$ cat src/rtl/glb_read_streamer_pkg.sv
// Shared NoC package: router direction enum, GLB read streamer states and default widths.
package glb_read_streamer_pkg;

    localparam int unsigned GLB_DATA_WIDTH = 16;
    localparam int unsigned GLB_ADDR_WIDTH = 9;

    // Router port directions used across the NoC.
    typedef enum logic [2:0] {
        DIR_NORTH = 3'd0,
        DIR_SOUTH = 3'd1,
        DIR_EAST  = 3'd2,
        DIR_WEST  = 3'd3,
        DIR_LOCAL = 3'd4
    } noc_dir_e;

    // GLB read streamer control states.
    typedef enum logic [1:0] {
        ST_IDLE  = 2'd0,
        ST_ISSUE = 2'd1,
        ST_DRAIN = 2'd2,
        ST_DONE  = 2'd3
    } rd_state_e;

endpackage

$ cat src/rtl/glb_read_streamer_if.sv
// GLB read port plus router west data/enable bundle driven by one streamer.
//   master (streamer): drives read_req, r_addr, data_o, enable_o; receives r_data
//   slave  (GLB/router side): the mirror image
interface glb_read_streamer_if
    import glb_read_streamer_pkg::*;
#(
    parameter int unsigned DATA_WIDTH = GLB_DATA_WIDTH,
    parameter int unsigned ADDR_WIDTH = GLB_ADDR_WIDTH
);
    logic                  read_req;
    logic [ADDR_WIDTH-1:0] r_addr;
    logic [DATA_WIDTH-1:0] r_data;
    logic [DATA_WIDTH-1:0] data_o;
    logic                  enable_o;

    modport master (output read_req, r_addr, data_o, enable_o, input r_data);
    modport slave  (input read_req, r_addr, data_o, enable_o, output r_data);
endinterface

$ cat src/rtl/glb_read_streamer_valid_pipe.sv
// Valid shift register tracking GLB reads in flight.
//   clk, reset : clock, async active-low reset
//   in_i       : a read is issued this cycle
//   tail_o     : GLB data for the oldest read is on r_data this cycle
//   any_o      : at least one read still in flight
module glb_rd_valid_pipe #(
    parameter int unsigned DEPTH = 1
) (
    input  logic clk,
    input  logic reset,
    input  logic in_i,
    output logic tail_o,
    output logic any_o
);

    logic [DEPTH-1:0] vld_q;
    logic [DEPTH-1:0] vld_d;

    // Shift toward the tail; stage 0 takes the new read.
    always_comb begin
        vld_d    = '0;
        vld_d[0] = in_i;
        for (int i = 1; i < int'(DEPTH); i++) begin
            vld_d[i] = vld_q[i-1];
        end
    end

    always_ff @(posedge clk or negedge reset) begin
        if (!reset) begin
            vld_q <= '0;
        end else begin
            vld_q <= vld_d;
        end
    end

    assign tail_o = vld_q[DEPTH-1];
    assign any_o  = |vld_q;

endmodule

$ cat src/rtl/glb_read_streamer.sv
// Streams length consecutive GLB words (wrapping address) into a router west input.
//   clk, reset       : clock, async active-low reset
//   start            : one-cycle transfer request, honoured only when idle
//   base_addr, length: first address and word count, sampled with start
//   stall            : holds off new reads; in-flight reads still deliver
//   busy, done       : not-idle flag, one-cycle completion pulse
//   bus              : GLB read port and router data/enable (master side)
module glb_read_streamer
    import glb_read_streamer_pkg::*;
#(
    parameter int unsigned DATA_WIDTH = GLB_DATA_WIDTH,
    parameter int unsigned ADDR_WIDTH = GLB_ADDR_WIDTH,
    parameter int unsigned RD_LATENCY = 1
) (
    input  logic                  clk,
    input  logic                  reset,
    input  logic                  start,
    input  logic [ADDR_WIDTH-1:0] base_addr,
    input  logic [ADDR_WIDTH:0]   length,
    input  logic                  stall,
    output logic                  busy,
    output logic                  done,
    glb_read_streamer_if.master   bus
);

    localparam int unsigned AW = ADDR_WIDTH;
    localparam int unsigned CW = ADDR_WIDTH + 1;

    rd_state_e             state_q, state_d;
    logic [AW-1:0]         addr_q, addr_d;
    logic [AW-1:0]         last_addr_q;
    logic [CW-1:0]         len_q, len_d;
    logic [CW-1:0]         cnt_q, cnt_d;
    logic [DATA_WIDTH-1:0] data_q;
    logic                  en_q;
    logic                  busy_q;
    logic                  done_q;
    logic                  issue_c;
    logic                  tail_vld;
    logic                  pipe_any;

    glb_rd_valid_pipe #(.DEPTH(RD_LATENCY)) u_vpipe (
        .clk    (clk),
        .reset  (reset),
        .in_i   (issue_c),
        .tail_o (tail_vld),
        .any_o  (pipe_any)
    );

    // Next-state, address and count update.
    always_comb begin
        state_d = state_q;
        addr_d  = addr_q;
        len_d   = len_q;
        cnt_d   = cnt_q;
        issue_c = 1'b0;
        case (state_q)
            ST_IDLE: begin
                if (start) begin
                    if (length != '0) begin
                        state_d = ST_ISSUE;
                        addr_d  = base_addr;
                        len_d   = length;
                        cnt_d   = '0;
                    end else begin
                        state_d = ST_DONE;
                    end
                end
            end
            ST_ISSUE: begin
                if (!stall) begin
                    issue_c = 1'b1;
                    addr_d  = addr_q + AW'(1);
                    cnt_d   = cnt_q + CW'(1);
                    if (cnt_d == len_q) begin
                        state_d = ST_DRAIN;
                    end
                end
            end
            // Empty pipe means the final word is already on enable_o.
            ST_DRAIN: begin
                if (!pipe_any) begin
                    state_d = ST_DONE;
                end
            end
            ST_DONE: begin
                state_d = ST_IDLE;
            end
            default: begin
                state_d = ST_IDLE;
            end
        endcase
    end

    always_ff @(posedge clk or negedge reset) begin
        if (!reset) begin
            state_q     <= ST_IDLE;
            addr_q      <= '0;
            last_addr_q <= '0;
            len_q       <= '0;
            cnt_q       <= '0;
            data_q      <= '0;
            en_q        <= 1'b0;
            busy_q      <= 1'b0;
            done_q      <= 1'b0;
        end else begin
            state_q <= state_d;
            addr_q  <= addr_d;
            len_q   <= len_d;
            cnt_q   <= cnt_d;
            if (issue_c) begin
                last_addr_q <= addr_q;
            end
            if (tail_vld) begin
                data_q <= bus.r_data;
            end
            en_q   <= tail_vld;
            busy_q <= (state_d != ST_IDLE);
            done_q <= (state_q == ST_DONE);
        end
    end

    // Stall must gate the strobe in the same cycle, so the GLB strobe and
    // address are a decode of state; r_addr parks on the last issued address.
    assign bus.read_req = issue_c;
    assign bus.r_addr   = issue_c ? addr_q : last_addr_q;
    assign bus.data_o   = data_q;
    assign bus.enable_o = en_q;
    assign busy         = busy_q;
    assign done         = done_q;

endmodule
$ cat src/flat_wrapper.sv
// flat-port wrapper written by rule: the top's interface ports become plain ports
module glb_read_streamer_flat import glb_read_streamer_pkg::*;
#(
    parameter int unsigned DATA_WIDTH = GLB_DATA_WIDTH,
    parameter int unsigned ADDR_WIDTH = GLB_ADDR_WIDTH,
    parameter int unsigned RD_LATENCY = 1
)
  (clk, reset, start, base_addr, length, stall, busy, done, bus_read_req, bus_r_addr, bus_data_o, bus_enable_o, bus_r_data);
  glb_read_streamer_if #(.DATA_WIDTH(DATA_WIDTH), .ADDR_WIDTH(ADDR_WIDTH)) bus_i ();
  input  logic clk;
  input  logic reset;
  input  logic start;
  input  logic [ADDR_WIDTH-1:0] base_addr;
  input  logic [ADDR_WIDTH:0] length;
  input  logic stall;
  output logic busy;
  output logic done;
  output wire logic [$bits(bus_i.read_req)-1:0] bus_read_req;
  output wire logic [$bits(bus_i.r_addr)-1:0] bus_r_addr;
  output wire logic [$bits(bus_i.data_o)-1:0] bus_data_o;
  output wire logic [$bits(bus_i.enable_o)-1:0] bus_enable_o;
  input wire logic [$bits(bus_i.r_data)-1:0] bus_r_data;
  assign bus_read_req = bus_i.read_req;
  assign bus_r_addr = bus_i.r_addr;
  assign bus_data_o = bus_i.data_o;
  assign bus_enable_o = bus_i.enable_o;
  assign bus_i.r_data = bus_r_data;
  glb_read_streamer #(.DATA_WIDTH(DATA_WIDTH), .ADDR_WIDTH(ADDR_WIDTH), .RD_LATENCY(RD_LATENCY)) u_core (.clk(clk), .reset(reset), .start(start), .base_addr(base_addr), .length(length), .stall(stall), .busy(busy), .done(done), .bus(bus_i));
endmodule
$ cat config.mk
export PLATFORM = sky130hd
export DESIGN_NAME = glb_read_streamer_flat
export DESIGN_NICKNAME = d
export VERILOG_FILES = /design/src/rtl/glb_read_streamer_pkg.sv /design/src/rtl/glb_read_streamer_if.sv /design/src/rtl/glb_read_streamer_valid_pipe.sv /design/src/rtl/glb_read_streamer.sv /design/src/flat_wrapper.sv
export SDC_FILE = /design/constraint.sdc
export NUM_CORES = 1
export LEC_CHECK = 0
export ABC_AREA = 1
export CORE_ASPECT_RATIO = 0.5
export CORE_MARGIN = 1
export CORE_UTILIZATION = 45
export DETAILED_ROUTE_END_ITERATION = 16
export PLACE_DENSITY_LB_ADDON = 0.12
export SKIP_CTS_REPAIR_TIMING = 1
export SYNTH_ARGS = -nofsm -noshare
export SYNTH_HDL_FRONTEND = slang
export SYNTH_HIERARCHICAL = 1
export SYNTH_SLANG_ARGS = --single-unit
$ cat constraint.sdc
create_clock -name clk -period 1.6 [get_ports clk]
set_input_delay 0.32 -clock clk [delete_from_list [all_inputs] [get_ports clk]]
set_output_delay 0.32 -clock clk [all_outputs]
set_load 0.01 [all_outputs]
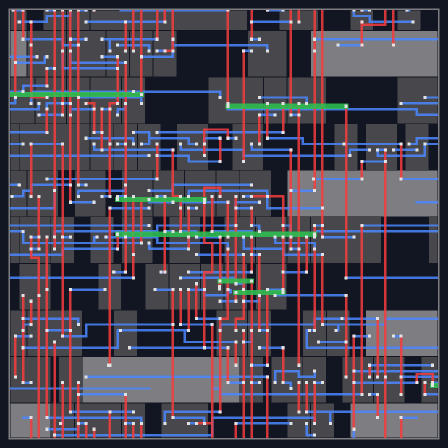
(layout detail)
Window x 45 to 70, y 17 to 42 um. Cells in gray, sequential cells in the stronger gray; small squares are vias.
M1: shown in blue. M3: shown in green. M2: shown in red.
Netlist names of flops here include u_core/len_q (2). 73 logic cells have their middle in the window. Most frequent: nand2_1 (21), nand3_1 (15), inv_1 (9). Sequential cells in the window: 4.

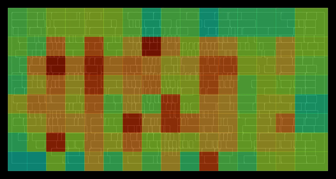
(congestion heat map)
GRT Total Usage: 0.230
global-route track usage on met3: 0.0783
fraction of met1 tracks used by global routing: 0.283
utilization after layout: 0.752
Routed wire per std cell: 13.9 um

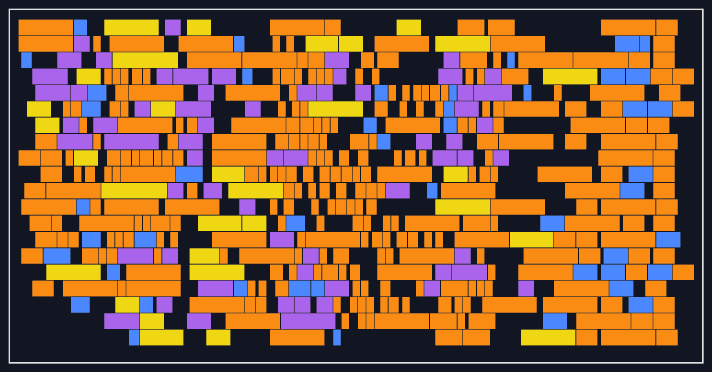
(sizing map)
Drawn at 6 px/um.
x1 and smaller: shown in orange, cells 307, most used nand2_1. x6 and larger: shown in yellow, cells 30, most used buf_6. x3 and x4: shown in purple, cells 63, most used buf_4. x2: shown in blue, cells 46, most used mux2_2.

==> run_results.csv <==
group,metric,value,unit
placement,placement.setup.worst_slack,-590,ps
global_routing,grt_antenna_before_repair,0,
power_and_ir_drop,cell_internal_pwr,5.60,mW
clock_tree,clock_sink_count,60,
synth,enable_flop_cells,0,
setup_path,cp.depth,8,
floorplanning,die_area,0.00677,sq mm
timing,worstMarginPinSlew,429,ps
routing,first_iter_violations,186,
routing,top_layer,"met4",
setup_path,critical-path-max-stage-delay,400,ps
timing,timing.clock.skew,6.25,ps
timing,worst_slack,-363,ps
routing,detail_route.wirelength,7440,um
synth,synth_area,0.00289,sq mm
finish,layout.area.seq,0.00150,sq mm
clock_tree,cts_max_level,3,
floorplanning,num_rows,20,
clock_tree,clock_tree_root_buffer_cell,"sky130_fd_sc_hd__clkbuf_16",
synth,top_cells_by_area,"sky130_fd_sc_hd__dfrtp_1 52%, sky130_fd_sc_hd__nand2_1 11%, sky130_fd_sc_hd__mux2_2 6.2%, sky130_fd_sc_hd__inv_1 4.8%, sky130_fd_sc_hd__o21ai_0 4.7%",
clock_tree,worst_skew_pair.late_latency,330,ps
synth,postSynthSeqShare,0.519,
flow_run,number_of_openroad_warnings,27,
finish,final-comb-area,0.00141,sq mm
placement,gp_congestion,0.842,
finish,drive_gt1_frac,0.312,
floorplanning,fp.dieH,58.7,um
synth,top_comb_family_area,"simple AND/OR/NAND/NOR gates",
synth,yosysWarnings,6,
synth,synth_cell_types,36,
global_routing,globalRouteOverflowTotal,0,
power_and_ir_drop,sequentialPower,2.60,mW
hold_path,timing.hold.worst.start,"length[0]",
setup_path,cp.buffers_inverters,4,
finish,layout.cells.most_common,"sky130_fd_sc_hd__nand2_1",
finish,dominant-cell-class,"registers",
timing,timing.setup.tns,-3210,ps
synth,avgSynthCellArea,8.89,sq um
setup_path,reg2reg_to,"u_core/busy$_DFF_PN0_",
synth,synth.top_cells.by_count,"83 x sky130_fd_sc_hd__nand2_1, 60 x sky130_fd_sc_hd__dfrtp_1, 37 x sky130_fd_sc_hd__inv_1",
setup_path,cpMostUsedCell,"sky130_fd_sc_hd__nor2_4",
finish,logic_gate_count,217,
timing,timing.final.hold_violations,0,
synth,synth-cells-yosys,325,
setup_path,standard_cell_with_the_maximum_stage_delay_on_the_critical_path,"sky130_fd_sc_hd__dfrtp_1",
status,status,"finished, violations left",
global_routing,grt_max_degree,30,
timing,setup-violations-final,13,
setup_path,critical_path.max_fanout,8,
finish,final-clk-cell-share,0.0689,
timing,maxSlewViolCount,0,
finish,most_frequent_logic_cells_in_the_routed_design,"74 x sky130_fd_sc_hd__nand2_1, 60 x sky130_fd_sc_hd__dfrtp_1, 46 x sky130_fd_sc_hd__clkdlybuf4s50_1, 35 x sky130_fd_sc_hd__buf_4, 32 x sky130_fd_sc_hd__inv_1",
power_and_ir_drop,share_comb_of_total_power,0.473,
finish,buffer_area_frac,0.242,
finish,area_growth_syn_to_layout,59.5,%
floorplanning,floorplan.initialDensity,0.471,
status,violations,"setup timing",
routing,wl_met3,527,um
placement,buffer_ports.inserted,67,
global_routing,grt_pass1_wl,11500,um
floorplanning,nWellTaps,88,
timing,maxSlewHeadroom,0.714,
routing,met2RoutedLength,3540,um
-- routing by layer --
layer  GRT usage  up-vias
met3      0.0783        8
met5           0        -
met2       0.390      110
met1       0.283     1263
li1            -     1301
met4      0.0705        0
-- registers in the layout, indices dropped and copies added, names as in the netlist --
signal	cells
u_core/addr_q	9
u_core/bus.data_o	16
u_core/bus.enable_o	1
u_core/busy	1
u_core/cnt_q	10
u_core/done	1
u_core/last_addr_q	9
u_core/len_q	10
u_core/state_q	2
u_core/u_vpipe/any_o	1
